[config.mk]
export PLATFORM = sky130hd
export DESIGN_NAME = counter_bus_arbiter
export DESIGN_NICKNAME = d
export VERILOG_FILES = /design/src/rtl/counter_bus_arbiter.sv
export SDC_FILE = /design/constraint.sdc
export NUM_CORES = 1
export LEC_CHECK = 0
export CAP_MARGIN = 20
export CORE_ASPECT_RATIO = 0.75
export CORE_UTILIZATION = 44
export CTS_CLUSTER_SIZE = 10
export DETAILED_ROUTE_END_ITERATION = 8
export GPL_TIMING_DRIVEN = 1
export PLACE_DENSITY = 0.86
export SLEW_MARGIN = 30
export SYNTH_ARGS = -nofsm -noshare
export SYNTH_HDL_FRONTEND = slang
export SYNTH_SLANG_ARGS = --single-unit
[constraint.sdc]
create_clock -name wb_clk_i -period 2.65 [get_ports wb_clk_i]
set_input_delay 0.53 -clock wb_clk_i [delete_from_list [all_inputs] [get_ports wb_clk_i]]
set_output_delay 0.53 -clock wb_clk_i [all_outputs]
set_load 0.005 [all_outputs]
[src/rtl/counter_bus_arbiter.sv]
// Round-robin arbiter sharing the counter bus between the WB and LA requesters.
// Optional watchdog enabled by defining COUNTER_ARB_TIMEOUT_EN.
module counter_bus_arbiter #(
  parameter int BITS           = 30,
  parameter int TIMEOUT_CYCLES = 16
) (
  input  logic            wb_clk_i,
  input  logic            wb_rst_i,
  input  logic            s0_valid,
  input  logic [3:0]      s0_wstrb,
  input  logic [BITS-1:0] s0_wdata,
  output logic            s0_ready,
  output logic [BITS-1:0] s0_rdata,
  output logic            s0_err,
  input  logic            s1_valid,
  input  logic [3:0]      s1_wstrb,
  input  logic [BITS-1:0] s1_wdata,
  output logic            s1_ready,
  output logic [BITS-1:0] s1_rdata,
  output logic            s1_err,
  output logic            m_valid,
  output logic [3:0]      m_wstrb,
  output logic [BITS-1:0] m_wdata,
  input  logic            m_ready,
  input  logic [BITS-1:0] m_rdata,
  output logic            busy,
  output logic            grant
);

  typedef enum logic [1:0] {IDLE, BUSY, RESP} state_t;

  state_t          state, state_d;
  logic            last_grant, last_grant_d;
  logic            grant_d, win;
  logic            m_valid_d;
  logic [3:0]      m_wstrb_d;
  logic [BITS-1:0] m_wdata_d;
  logic            s0_ready_d, s1_ready_d;
  logic [BITS-1:0] s0_rdata_d, s1_rdata_d;
  logic            busy_d;
  logic            done, done_err;
  logic [BITS-1:0] done_data;

`ifdef COUNTER_ARB_TIMEOUT_EN
  logic [7:0] wd, wd_d;
  logic       expire;
  logic       s0_err_d, s1_err_d;

  assign expire = (wd == 8'(TIMEOUT_CYCLES - 1));
`else
  assign s0_err = 1'b0;
  assign s1_err = 1'b0;
`endif

  // On contention the port that did not win last time goes first
  assign win = (s0_valid && s1_valid) ? ~last_grant : s1_valid;

  always_comb begin
    state_d      = state;
    last_grant_d = last_grant;
    grant_d      = grant;
    m_valid_d    = m_valid;
    m_wstrb_d    = m_wstrb;
    m_wdata_d    = m_wdata;
    s0_ready_d   = 1'b0;
    s1_ready_d   = 1'b0;
    s0_rdata_d   = s0_rdata;
    s1_rdata_d   = s1_rdata;
    busy_d       = busy;
    done         = 1'b0;
    done_err     = 1'b0;
    done_data    = m_rdata;
`ifdef COUNTER_ARB_TIMEOUT_EN
    wd_d         = wd;
    s0_err_d     = s0_err;
    s1_err_d     = s1_err;
`endif
    unique case (state)
      IDLE: begin
        if (s0_valid || s1_valid) begin
          grant_d      = win;
          last_grant_d = win;
          m_valid_d    = 1'b1;
          m_wstrb_d    = win ? s1_wstrb : s0_wstrb;
          m_wdata_d    = win ? s1_wdata : s0_wdata;
          busy_d       = 1'b1;
          state_d      = BUSY;
`ifdef COUNTER_ARB_TIMEOUT_EN
          wd_d         = 8'd0;
`endif
        end
      end
      BUSY: begin
        if (m_ready) begin
          done = 1'b1;
`ifdef COUNTER_ARB_TIMEOUT_EN
        end else if (expire) begin
          done      = 1'b1;
          done_err  = 1'b1;
          done_data = '0;
        end else begin
          wd_d = wd + 8'd1;
`endif
        end
      end
      RESP: begin
        busy_d  = 1'b0;
        state_d = IDLE;
      end
      default: state_d = IDLE;
    endcase
    if (done) begin
      m_valid_d = 1'b0;
      state_d   = RESP;
      unique case (1'b1)
        grant: begin
          s1_ready_d = 1'b1;
          s1_rdata_d = done_data;
        end
        default: begin
          s0_ready_d = 1'b1;
          s0_rdata_d = done_data;
        end
      endcase
`ifdef COUNTER_ARB_TIMEOUT_EN
      if (grant) s1_err_d = done_err;
      else       s0_err_d = done_err;
`endif
    end
  end

  always_ff @(posedge wb_clk_i) begin
    if (wb_rst_i) begin
      state      <= IDLE;
      last_grant <= 1'b1;
      grant      <= 1'b0;
      m_valid    <= 1'b0;
      m_wstrb    <= '0;
      m_wdata    <= '0;
      s0_ready   <= 1'b0;
      s1_ready   <= 1'b0;
      s0_rdata   <= '0;
      s1_rdata   <= '0;
      busy       <= 1'b0;
    end else begin
      state      <= state_d;
      last_grant <= last_grant_d;
      grant      <= grant_d;
      m_valid    <= m_valid_d;
      m_wstrb    <= m_wstrb_d;
      m_wdata    <= m_wdata_d;
      s0_ready   <= s0_ready_d;
      s1_ready   <= s1_ready_d;
      s0_rdata   <= s0_rdata_d;
      s1_rdata   <= s1_rdata_d;
      busy       <= busy_d;
    end
  end

`ifdef COUNTER_ARB_TIMEOUT_EN
  always_ff @(posedge wb_clk_i) begin
    if (wb_rst_i) begin
      wd     <= 8'd0;
      s0_err <= 1'b0;
      s1_err <= 1'b0;
    end else begin
      wd     <= wd_d;
      s0_err <= s0_err_d;
      s1_err <= s1_err_d;
    end
  end
`else
  wire unused_ok = done_err;
`endif

endmodule

util_map.png
Scale: 3 px per um. 12 x 9 tiles, from dark blue (low) to red (high), 0 to 100% covered.
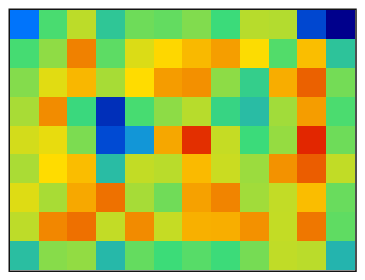
30% of the tiles are over 75% full. 0.90% of the tiles are nearly empty. The fullest tile reaches 96%.

clock_wires.png
Scale: 3 px per um.
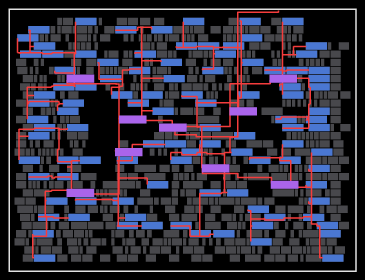
Purple shows clock-net drivers, count 9. Red shows clock wires, length 1100 um. Blue shows flip-flops, count 102.
There are 10 routed clock nets. Position of the flops: spread over the die.

congestion_map.png
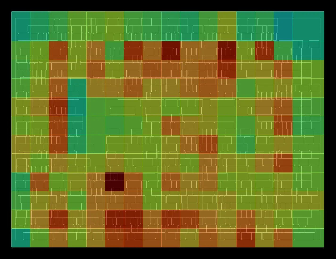
most used routing layer: met2
met1 capacity usage during global routing: 0.3139

port_trees.png
Scale: 2 px per um.
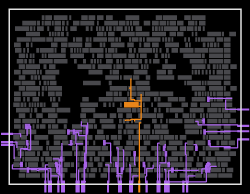
Orange shows `grant`, direction output, edge south, end cells 1, buffers 1, wire 71.7 um. Purple shows `s0_wdata`, direction input, edge 23 south, 4 east, 3 west, end cells 30, buffers 30, wire 651 um.

==> out/highlights.md <==
* complete, no violations — result of the run
* 0.009159 mm2 — core area
* 0.4607 — starting density of the core
* 0.204 — combinational share of power
* 0.2417 — yosys aoi share
* 0 — cts repair resizes
* 492 — Post-Synthesis Cells
* 0 — count of unresolved DRC violations after routing
* 1.69 mW — Power Sequential
* 744 uW — Comb group
* AND-OR/OR-AND gates — combinational family with the most area after synthesis
* 0.2028 — area fraction in and, or, nand and nor cells
* 54.66% — Synth-to-Final Area Change
* 9.266 mm — estimated wirelength of the detail-placed design
* 0.4530 ns — worst hold slack after final layout
* 8.575 um2 — syn_area_per_cell
* m_wdata: 30 flops, s0_rdata: 30 flops, s1_rdata: 30 flops — registers with the most flip-flops
* flip-flop to output port — type of the setup path with the least slack
* s1_rdata[15] — end point of the worst hold path
* sky130_fd_sc_hd__clkdlybuf4s50_1 — most used logic cell in the final layout
* 0 — Mux cell area share
* 0 — number of warnings reported in the yosys synthesis log
* sky130_fd_sc_hd__dfxtp_1 (48%), sky130_fd_sc_hd__nand2_1 (17%), sky130_fd_sc_hd__a21oi_1 (12%) — cell types occupying the most area after synthesis
* flip-flop to flip-flop — worst min-delay path category
* 0.2532 — switching portion of total power
* 102 — # clock sinks
* sky130_fd_sc_hd__clkdlybuf4s50_1 (200), sky130_fd_sc_hd__nand2_1 (190), sky130_fd_sc_hd__dfxtp_1 (102), sky130_fd_sc_hd__a21oi_1 (97), sky130_fd_sc_hd__a311oi_2 (30) — commonest cells after routing, fill and taps aside
* 0 — antenna fix cells
* 0.96 ns — flop-to-flop setup slack
* 345.7 uV — worst vdd rail ir drop
* 0.3129 — register share of the cell area
* 26 — post-synthesis cell type count
* 1 — logic depth of the worst path, buffers included
* s0_rdata[20] — terminus of the critical flop-to-flop path
* 102 — count of state elements after synthesis
* 0.4518 — met2 layer usage reported by global route
* 0 — final-report max-slew violation count
* 4164 — number of vias in the routed layout
* 86.81 um — die height
* 492 — yosys cell count
* 0.4990 ns — worst-case setup slack after placement
* 204 — Ports
* 0.001883 mm2 — area of the multi-input gates
* 4062 — number of global-route vias before repair
* 0.6474 — remaining max-slew budget at the tightest pin
* 776 — final net count
* grant — crit path from
* 3 — H-Tree Level Count
[per-layer routing]
metal  routed length [um]  share of wire
met1                 5361           0.43
met2                 6387           0.51
met3                  600          0.048
met4                  249          0.020
met5                    0              0
[through the flow]
stage	instances	total power [mW]
floorplan	493	2.066
global route	804	3.804
finish	804	3.649
global placement	790	2.437
CTS	804	3.677
detailed placement	790	2.462
[cells in the mapped netlist]
| library cell | instances |
|---|---|
| sky130_fd_sc_hd__buf_4 | 10 |
| sky130_fd_sc_hd__a21oi_1 | 97 |
| sky130_fd_sc_hd__nand4bb_1 | 1 |
| sky130_fd_sc_hd__and4b_1 | 1 |
| sky130_fd_sc_hd__o21ai_0 | 4 |
| sky130_fd_sc_hd__a311oi_2 | 30 |
| sky130_fd_sc_hd__dfxtp_1 | 102 |
| sky130_fd_sc_hd__inv_1 | 1 |
| sky130_fd_sc_hd__nand3_1 | 1 |
| sky130_fd_sc_hd__a311oi_1 | 4 |
| sky130_fd_sc_hd__or2_1 | 1 |
| sky130_fd_sc_hd__or2_4 | 1 |
| sky130_fd_sc_hd__a21boi_4 | 1 |
| sky130_fd_sc_hd__nand3b_1 | 1 |
| sky130_fd_sc_hd__nor3_1 | 3 |
| sky130_fd_sc_hd__buf_2 | 13 |
| sky130_fd_sc_hd__clkbuf_1 | 11 |
| sky130_fd_sc_hd__and4bb_2 | 1 |
| sky130_fd_sc_hd__conb_1 | 1 |
| sky130_fd_sc_hd__nor2_1 | 3 |
| sky130_fd_sc_hd__nand2_1 | 190 |
| sky130_fd_sc_hd__a21bo_1 | 1 |
| sky130_fd_sc_hd__buf_6 | 10 |
| sky130_fd_sc_hd__nor2_2 | 1 |
| sky130_fd_sc_hd__nor2_8 | 2 |
| sky130_fd_sc_hd__nand4b_1 | 1 |
Power figures rest on the tool's default switching activity, not on a simulated workload.
